`config.mk`:
```
export PLATFORM = sky130hd
export DESIGN_NAME = lz77_token_decoder
export DESIGN_NICKNAME = d
export VERILOG_FILES = /design/src/rtl/lz77_token_decoder.sv
export SDC_FILE = /design/constraint.sdc
export NUM_CORES = 1
export LEC_CHECK = 0
export CAP_MARGIN = 40
export CORE_MARGIN = 2
export CORE_UTILIZATION = 60
export CTS_BUF_LIST = sky130_fd_sc_hd__clkbuf_8
export DETAILED_ROUTE_END_ITERATION = 7
export DONT_BUFFER_PORTS = 1
export PLACE_DENSITY = 0.86
export SLEW_MARGIN = 20
export SYNTH_ARGS = -nofsm -noshare
export SYNTH_HDL_FRONTEND = slang
export SYNTH_SLANG_ARGS = --single-unit
export TNS_END_PERCENT = 30
```
`constraint.sdc`:
```
create_clock -name clk -period 3.3 [get_ports clk]
set_clock_uncertainty 0.05 [all_clocks]
set_input_delay 0.66 -clock clk [delete_from_list [all_inputs] [get_ports clk]]
set_output_delay 0.66 -clock clk [all_outputs]
set_load 0.005 [all_outputs]
```
`src/rtl/lz77_token_decoder.sv`:
```
// ---------------------------------------------------------------------------
// lz77_token_decoder
//
// Rebuilds the original byte stream from the LZ77 compressor's 14-bit tokens
// {offset[2:0], length[2:0], next_char[7:0]}. A token of length L produces L
// bytes copied out of a small history window, followed by its literal
// next_char. Output is one byte per cycle on a valid/ready interface.
//
// Ports:
//   clk        - clock, rising edge
//   rst        - asynchronous active-high reset
//   clr        - synchronous stream restart, highest priority
//   tok_valid  - token present
//   tok_ready  - decoder can accept a token (only while idle)
//   tok_data   - token: [13:11] offset, [10:8] length, [7:0] next_char
//   out_valid  - decoded byte valid
//   out_ready  - downstream accepts the byte
//   out_data   - decoded byte
//   byte_count - bytes emitted since reset/clr, wraps
//   err        - sticky illegal-token flag
// ---------------------------------------------------------------------------
module lz77_token_decoder #(
    parameter int HIST_DEPTH = 7,
    parameter int MAX_LEN    = 6,
    parameter int CNT_W      = 16
) (
    input  logic             clk,
    input  logic             rst,
    input  logic             clr,
    input  logic             tok_valid,
    output logic             tok_ready,
    input  logic [13:0]      tok_data,
    output logic             out_valid,
    input  logic             out_ready,
    output logic [7:0]       out_data,
    output logic [CNT_W-1:0] byte_count,
    output logic             err
);

    localparam int FILL_W = $clog2(HIST_DEPTH + 1);

    typedef enum logic [1:0] {
        IDLE,
        COPY,
        LIT
    } state_t;

    state_t            state_q;
    logic [7:0]        hist [HIST_DEPTH];
    logic [FILL_W-1:0] fill_q;
    logic [2:0]        off_q;
    logic [2:0]        rem_q;
    logic [7:0]        chr_q;

    logic [2:0]        tok_off;
    logic [2:0]        tok_len;
    logic [7:0]        tok_chr;
    logic              tok_illegal;
    logic              fire;

    assign tok_off = tok_data[13:11];
    assign tok_len = tok_data[10:8];
    assign tok_chr = tok_data[7:0];

    // Handshake signals are decoded from the state register alone, so there
    // is never a combinational path from the token side to the output side.
    assign tok_ready = (state_q == IDLE);
    assign out_valid = (state_q != IDLE);
    assign fire      = out_valid && out_ready;

    // A token is illegal if it asks for a copy with no distance, a copy longer
    // than the compressor could ever produce, or reaches further back than the
    // bytes actually emitted so far.
    always_comb begin
        tok_illegal = 1'b0;
        if ((tok_off == 3'd0) && (tok_len != 3'd0)) begin
            tok_illegal = 1'b1;
        end
        if (32'(tok_len) > 32'(MAX_LEN)) begin
            tok_illegal = 1'b1;
        end
        if (32'(tok_off) > 32'(fill_q)) begin
            tok_illegal = 1'b1;
        end
    end

    // Output byte selection. During a copy the source index stays fixed at
    // off-1: the history shifts by one on every emitted byte, so the same
    // index always points the same distance back, which also makes
    // overlapping copies (off < len) replicate correctly.
    always_comb begin
        out_data = 8'd0;
        case (state_q)
            COPY:    out_data = hist[off_q - 3'd1];
            LIT:     out_data = chr_q;
            default: out_data = 8'd0;
        endcase
    end

    // Main sequential block: history window, fill level, byte counter, the
    // sticky error flag and the IDLE/COPY/LIT sequencing. clr behaves exactly
    // like reset but synchronously. Everything except the accept path only
    // moves on an output fire, so backpressure freezes the whole datapath.
    always_ff @(posedge clk or posedge rst) begin
        if (rst) begin
            state_q    <= IDLE;
            fill_q     <= '0;
            off_q      <= 3'd0;
            rem_q      <= 3'd0;
            chr_q      <= 8'd0;
            byte_count <= '0;
            err        <= 1'b0;
            for (int i = 0; i < HIST_DEPTH; i++) begin
                hist[i] <= 8'd0;
            end
        end else if (clr) begin
            state_q    <= IDLE;
            fill_q     <= '0;
            off_q      <= 3'd0;
            rem_q      <= 3'd0;
            chr_q      <= 8'd0;
            byte_count <= '0;
            err        <= 1'b0;
            for (int i = 0; i < HIST_DEPTH; i++) begin
                hist[i] <= 8'd0;
            end
        end else begin
            if (fire) begin
                for (int i = HIST_DEPTH - 1; i > 0; i--) begin
                    hist[i] <= hist[i-1];
                end
                hist[0]    <= out_data;
                byte_count <= byte_count + CNT_W'(1);
                if (32'(fill_q) < 32'(HIST_DEPTH)) begin
                    fill_q <= fill_q + FILL_W'(1);
                end
            end

            case (state_q)
                IDLE: begin
                    if (tok_valid) begin
                        off_q <= tok_off;
                        chr_q <= tok_chr;
                        if (tok_illegal) begin
                            // Bad tokens still deliver their literal so the
                            // stream keeps its byte alignment.
                            err     <= 1'b1;
                            rem_q   <= 3'd0;
                            state_q <= LIT;
                        end else begin
                            rem_q   <= tok_len;
                            state_q <= (tok_len != 3'd0) ? COPY : LIT;
                        end
                    end
                end
                COPY: begin
                    if (out_ready) begin
                        rem_q <= rem_q - 3'd1;
                        if (rem_q == 3'd1) begin
                            state_q <= LIT;
                        end
                    end
                end
                LIT: begin
                    if (out_ready) begin
                        state_q <= IDLE;
                    end
                end
                default: state_q <= IDLE;
            endcase
        end
    end

endmodule

```
run_1/port_trees.png
Scale bar: 20 um.
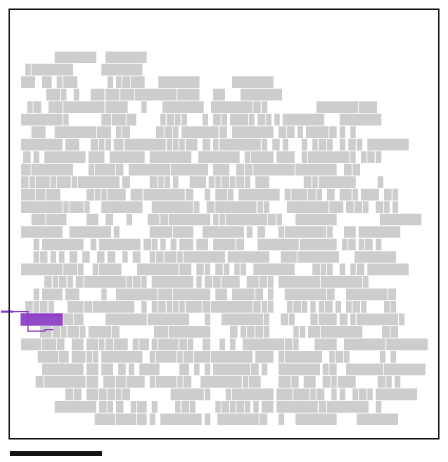
`err` -> purple  # bits 1, direction output, edge left, end cells 1, buffers 0, wire 20.9 um

run_1/m1.png
Scale bar: 20 um. Supply wires on this layer in grey.
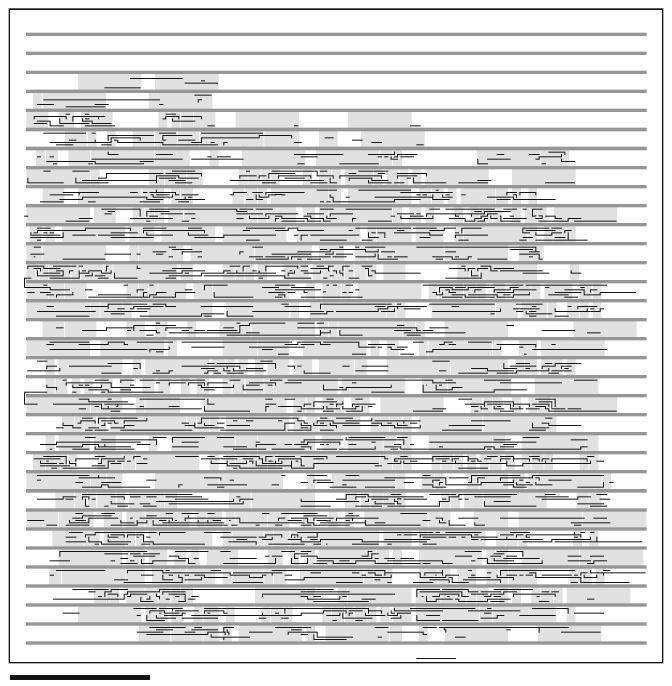
share of all routed wire = 41%
longest straight run = 24.8 um
wire length on this layer = 4270 um

==> flow_metrics.tcl, run 1 <==
# yosys + openroad results
set metrics [dict create \
    yosys_warnings 0 \
    cpPeakStageDelay_ps 380 \
    holdBufCountCts 0 \
    areaGrowthSynthToFinish_pct 4.345 \
    cts_resized 0 \
    cap_viol_max_count 0 \
    detail-route-antenna-nets 0 \
    edf_count 0 \
    status "completed" \
    slew_viol_final 0 \
    wire_per_inst_um 16.83 \
    synth_chip_area_um2 4780 \
    path_cells "inv_1 > ha_1 > buf_4 > mux2_2 > a21oi_1 > o31ai_1 > buf_4" \
    r2r_cells 7 \
    top_regs "hist: 56 flops, byte_count: 16 flops, chr_q: 8 flops" \
    cts_buffers 9 \
    postSynthAreaPerCell_um2 8.984 \
    combinationalPower_mw 0.589 \
    r2r_setup_slack_ps 1050 \
    vdd_ir_drop_max_uv 332.3 \
    nonClkBufAreaFrac_pct 1.455 \
    grtUsageMet1_pct 34.90 \
    final_net_count 545 \
    drive_above_1_share_pct 9.423 \
    cts-root-buf "clkbuf_8" \
    cp-start-kind "flop" \
    synth_top_cell_by_count "nand2_1" \
    ys.flops 92 \
    flops 92 \
    p_sw_mw 0.8704 \
    clockBufferDepth 2 \
    arrival_ps 2240 \
    power_mw 2.483 \
    p_seq_mw 1.20 \
    startpoint "off_q[1]$_DFFE_PP0P_" \
    r2r_start "state_q[0]$_DFFE_PP0P_" \
]
run_1/layers.png
Two of the layers only.
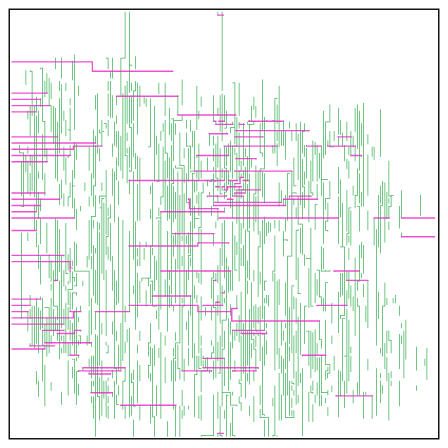
M2 -> green  # wire length 5150 um
M3 -> magenta  # wire length 787 um

==> run 1 -> run 2 <==
--- a/config.mk
+++ b/config.mk
@@ -5,13 +5,13 @@
 export SDC_FILE = /design/constraint.sdc
 export NUM_CORES = 1
 export LEC_CHECK = 0
-export CAP_MARGIN = 40
 export CORE_MARGIN = 2
-export CORE_UTILIZATION = 60
+export CORE_UTILIZATION = 45
 export CTS_BUF_LIST = sky130_fd_sc_hd__clkbuf_8
 export DETAILED_ROUTE_END_ITERATION = 7
 export DONT_BUFFER_PORTS = 1
-export PLACE_DENSITY = 0.86
+export PLACE_DENSITY = 0.7
+export SKIP_CTS_REPAIR_TIMING = 1
 export SLEW_MARGIN = 20
 export SYNTH_ARGS = -nofsm -noshare
 export SYNTH_HDL_FRONTEND = slang
run_2/layers.png
Two of the layers only.
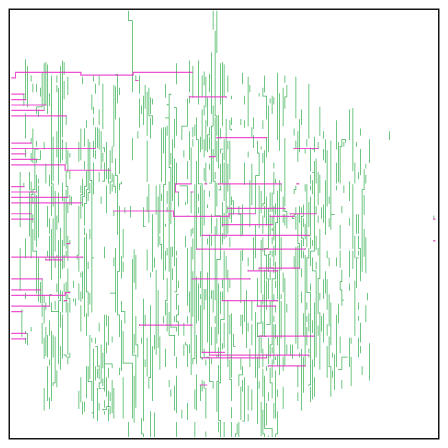
M2 -> green  # wire length 5210 um
M3 -> magenta  # wire length 586 um

run_2/m1.png
Scale bar: 20 um. Supply wires on this layer in grey.
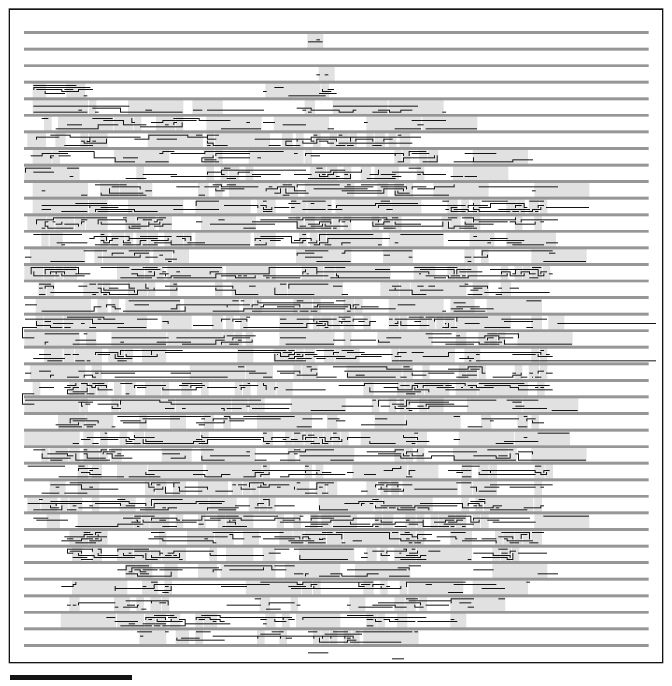
main direction = horizontal
wire length on this layer = 4670 um
nets with wire on the layer = 508
longest straight run = 29.4 um
share of all routed wire = 44%

==> run 2 against run 1 <==
Against the previous run:
- area after synthesis stayed put
- sequential share of layout area is 0.65 points lower
- sequential power barely moved
- cell count rose by 6.1%
- first-iteration DRC count shrank 35%
- die size grew 32%
- utilization decreased by 16 points
- register-to-register slack about the same
- clock power is essentially flat
==> flow_metrics.tcl, run 2 <==
# yosys + openroad results
set metrics [dict create \
    p_sw_mw 0.8721 \
    p_seq_mw 1.21 \
    seq_area_share_pct 45.51 \
    status "completed" \
    cts_tree "done" \
    r2r_start "state_q[0]$_DFFE_PP0P_" \
    fmax_mhz 330.4 \
    power_mw 2.491 \
    ys_seq_share_pct 48.17 \
    edf_count 0 \
    inv_count 14 \
    top_cells_by_count "147 x nand2_1, 92 x dfrtp_1, 79 x a21oi_1, 30 x nor2_1, 19 x clkbuf_1" \
    dpl_worst_slack_ps 665.0 \
    cpPeakStageDelay_ps 560 \
    yosys-top-cells-area "dfrtp_1 48%, nand2_1 12%, a21oi_1 8.3%, mux4_2 3.8%, ha_1 2.9%" \
    arrival_ps 2320 \
    flops 92 \
    synth_chip_area_um2 4780 \
    yosys_warnings 0 \
    cap_viol_max_count 0 \
    mux_area_share_pct 5.654 \
    path_cells "inv_1 > ha_1 > buf_4 > mux4_2 > nor2_1 > o31ai_1 > buf_4" \
    power_density_nw_per_um2 492.3 \
    n_clock_buffer 9 \
    wire_per_inst_um 16.12 \
    top_regs "hist: 56 flops, byte_count: 16 flops, chr_q: 8 flops" \
    slew_viol_final 0 \
    cts-root-buf "clkbuf_8" \
    cts_buffers 9 \
    grtUsageMet1_pct 26.14 \
    drive_above_1_share_pct 10.11 \
    vdd_ir_drop_max_uv 293.2 \
    areaGrowthSynthToFinish_pct 5.838 \
    startpoint "off_q[0]$_DFFE_PP0P_" \
    clkCellAreaFrac_pct 3.438 \
    clkTransAtPathRegs_ps 100 \
    synth_top_cell_by_count "nand2_1" \
    ys.flops 92 \
    postSynthAreaPerCell_um2 8.984 \
    die_area_um2 11460 \
    regMostFlops "hist" \
    grt_pass1_vias 3747 \
    r2r_cells 8 \
    r2r_setup_slack_ps 1060 \
    vias_per_cell 5.609 \
    ys_cells 532 \
    nonClkBufAreaFrac_pct 2.028 \
    combinationalPower_mw 0.590 \
    grt_setup_unrepaired "no" \
    clockBufferDepth 2 \
    detail-route-antenna-nets 0 \
]
run_2/congestion_map.png
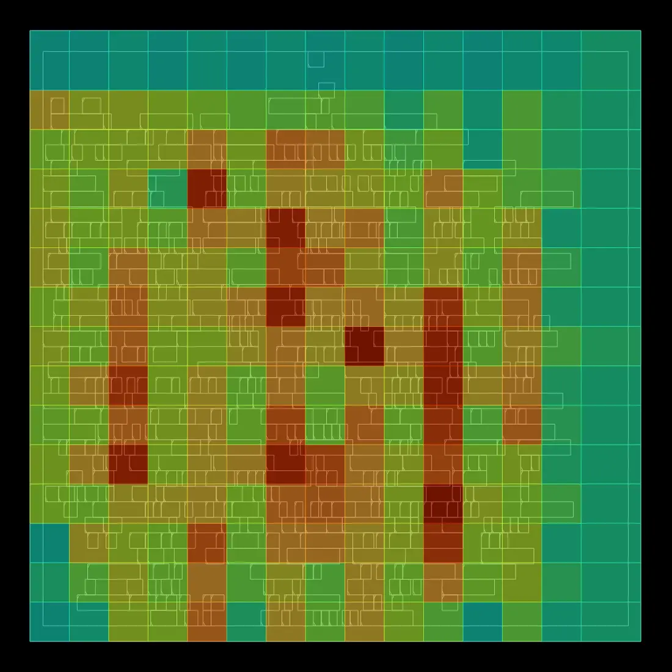
global route hottest layer: met2
All-Layer GR Usage: 20.02%

==> run 2 -> run 3 <==
--- a/config.mk
+++ b/config.mk
@@ -5,7 +5,6 @@
 export SDC_FILE = /design/constraint.sdc
 export NUM_CORES = 1
 export LEC_CHECK = 0
-export CORE_MARGIN = 2
 export CORE_UTILIZATION = 45
 export CTS_BUF_LIST = sky130_fd_sc_hd__clkbuf_8
 export DETAILED_ROUTE_END_ITERATION = 7
run_3/m1.png
Scale bar: 20 um. Supply wires on this layer in grey.
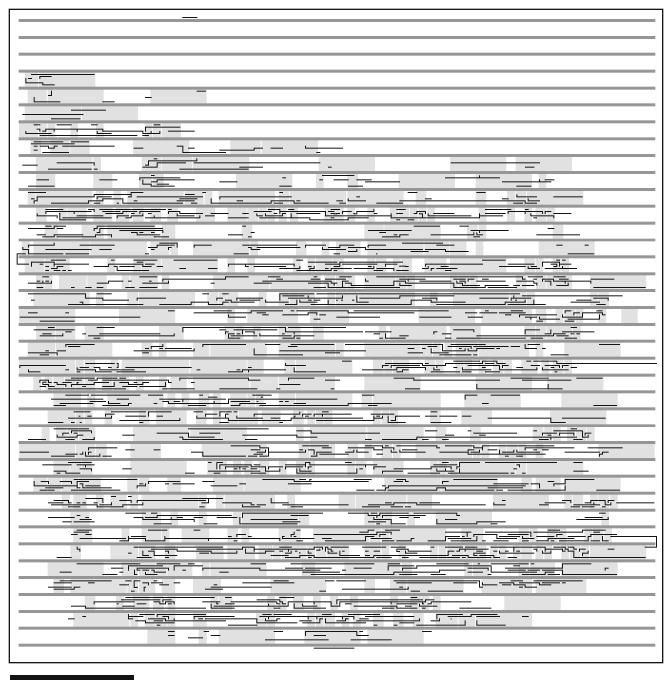
nets with wire on the layer = 507
longest straight run = 32.7 um
wire length on this layer = 4740 um
share of all routed wire = 44%
main direction = horizontal

run_3/layers.png
Two of the layers only.
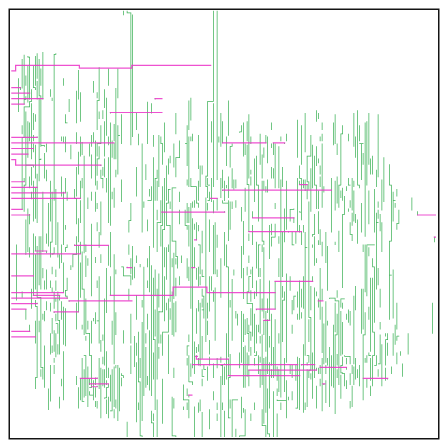
M3 -> magenta  # wire length 543 um
M2 -> green  # wire length 5370 um

==> run 3 against run 2 <==
Against the previous run:
- cell count decreased by 0.45%
- worst hold slack improved by 61 ps
- sequential cell count stayed put
- critical endpoint unchanged
- setup slack better by 17 ps
- clock power up 22%
- power grew 5.9%
- via count increased by 2.3%
- die size shrank 3.7%
- first-iteration DRC count shrank 11%
- sequential share of layout area down 0.15 points
==> flow_metrics.tcl, run 3 <==
# yosys + openroad results
set metrics [dict create \
    status "completed" \
    r2r_cells 7 \
    areaGrowthSynthToFinish_pct 6.178 \
    top_regs "hist: 56 flops, byte_count: 16 flops, chr_q: 8 flops" \
    dpl_worst_slack_ps 697.3 \
    cts_buffers 9 \
    ys.flops 92 \
    power_mw 2.639 \
    cts_tree "done" \
    slew_viol_final 0 \
    clkTransAtPathRegs_ps 100 \
    cap_viol_max_count 0 \
    seq_area_share_pct 45.36 \
    p_seq_mw 1.20 \
    arrival_ps 2300 \
    yosys-top-cells-area "dfrtp_1 48%, nand2_1 12%, a21oi_1 8.3%, mux4_2 3.8%, ha_1 2.9%" \
    edf_count 0 \
    logic_family "simple AND/OR/NAND/NOR gates" \
    startpoint "off_q[0]$_DFFE_PP0P_" \
    ys_seq_share_pct 48.17 \
    yosys_warnings 0 \
    drive_above_1_share_pct 9.597 \
    power_density_nw_per_um2 519.9 \
    globalRoute.busiestLayer "met2" \
    grt_setup_unrepaired "no" \
    clockBufferDepth 2 \
    vdd_ir_drop_max_uv 328.4 \
    die_area_um2 11040 \
    vias_per_cell 5.763 \
    cpPeakStageDelay_ps 540 \
    grt_use_total_pct 21.01 \
    n_clock_buffer 9 \
    r2r_setup_slack_ps 1040 \
    ios 46 \
    path_cells "inv_1 > ha_1 > buf_4 > mux4_2 > nor2_1 > o31ai_1 > buf_4" \
    nonClkBufAreaFrac_pct 1.479 \
    postSynthAreaPerCell_um2 8.984 \
    combinationalPower_mw 0.587 \
    fmax_mhz 332.3 \
    inv_count 14 \
    synth_top_cell_by_count "nand2_1" \
    clkCellAreaFrac_pct 4.290 \
    top_cells_by_count "147 x nand2_1, 92 x dfrtp_1, 79 x a21oi_1, 30 x nor2_1, 19 x clkbuf_1" \
    mux_area_share_pct 5.654 \
    r2r_start "state_q[0]$_DFFE_PP0P_" \
    regMostFlops "hist" \
]
run_3/congestion_map.png
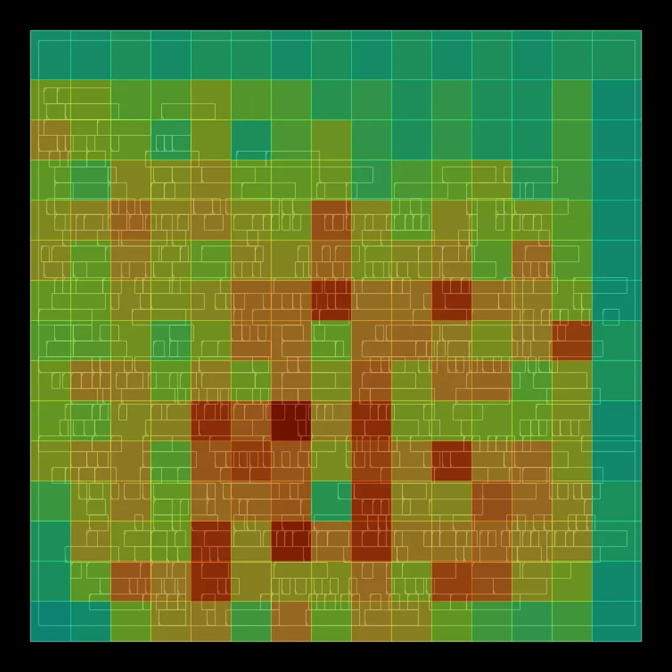
post-DR wirelength/cell: 16.48 um
met2 Use GR: 34.25%
met1 Track Usage GR: 27.31%
post-layout util: 49.16%
met3 global-route usage: 5.303%

Power is estimated from default activity; no workload was simulated.
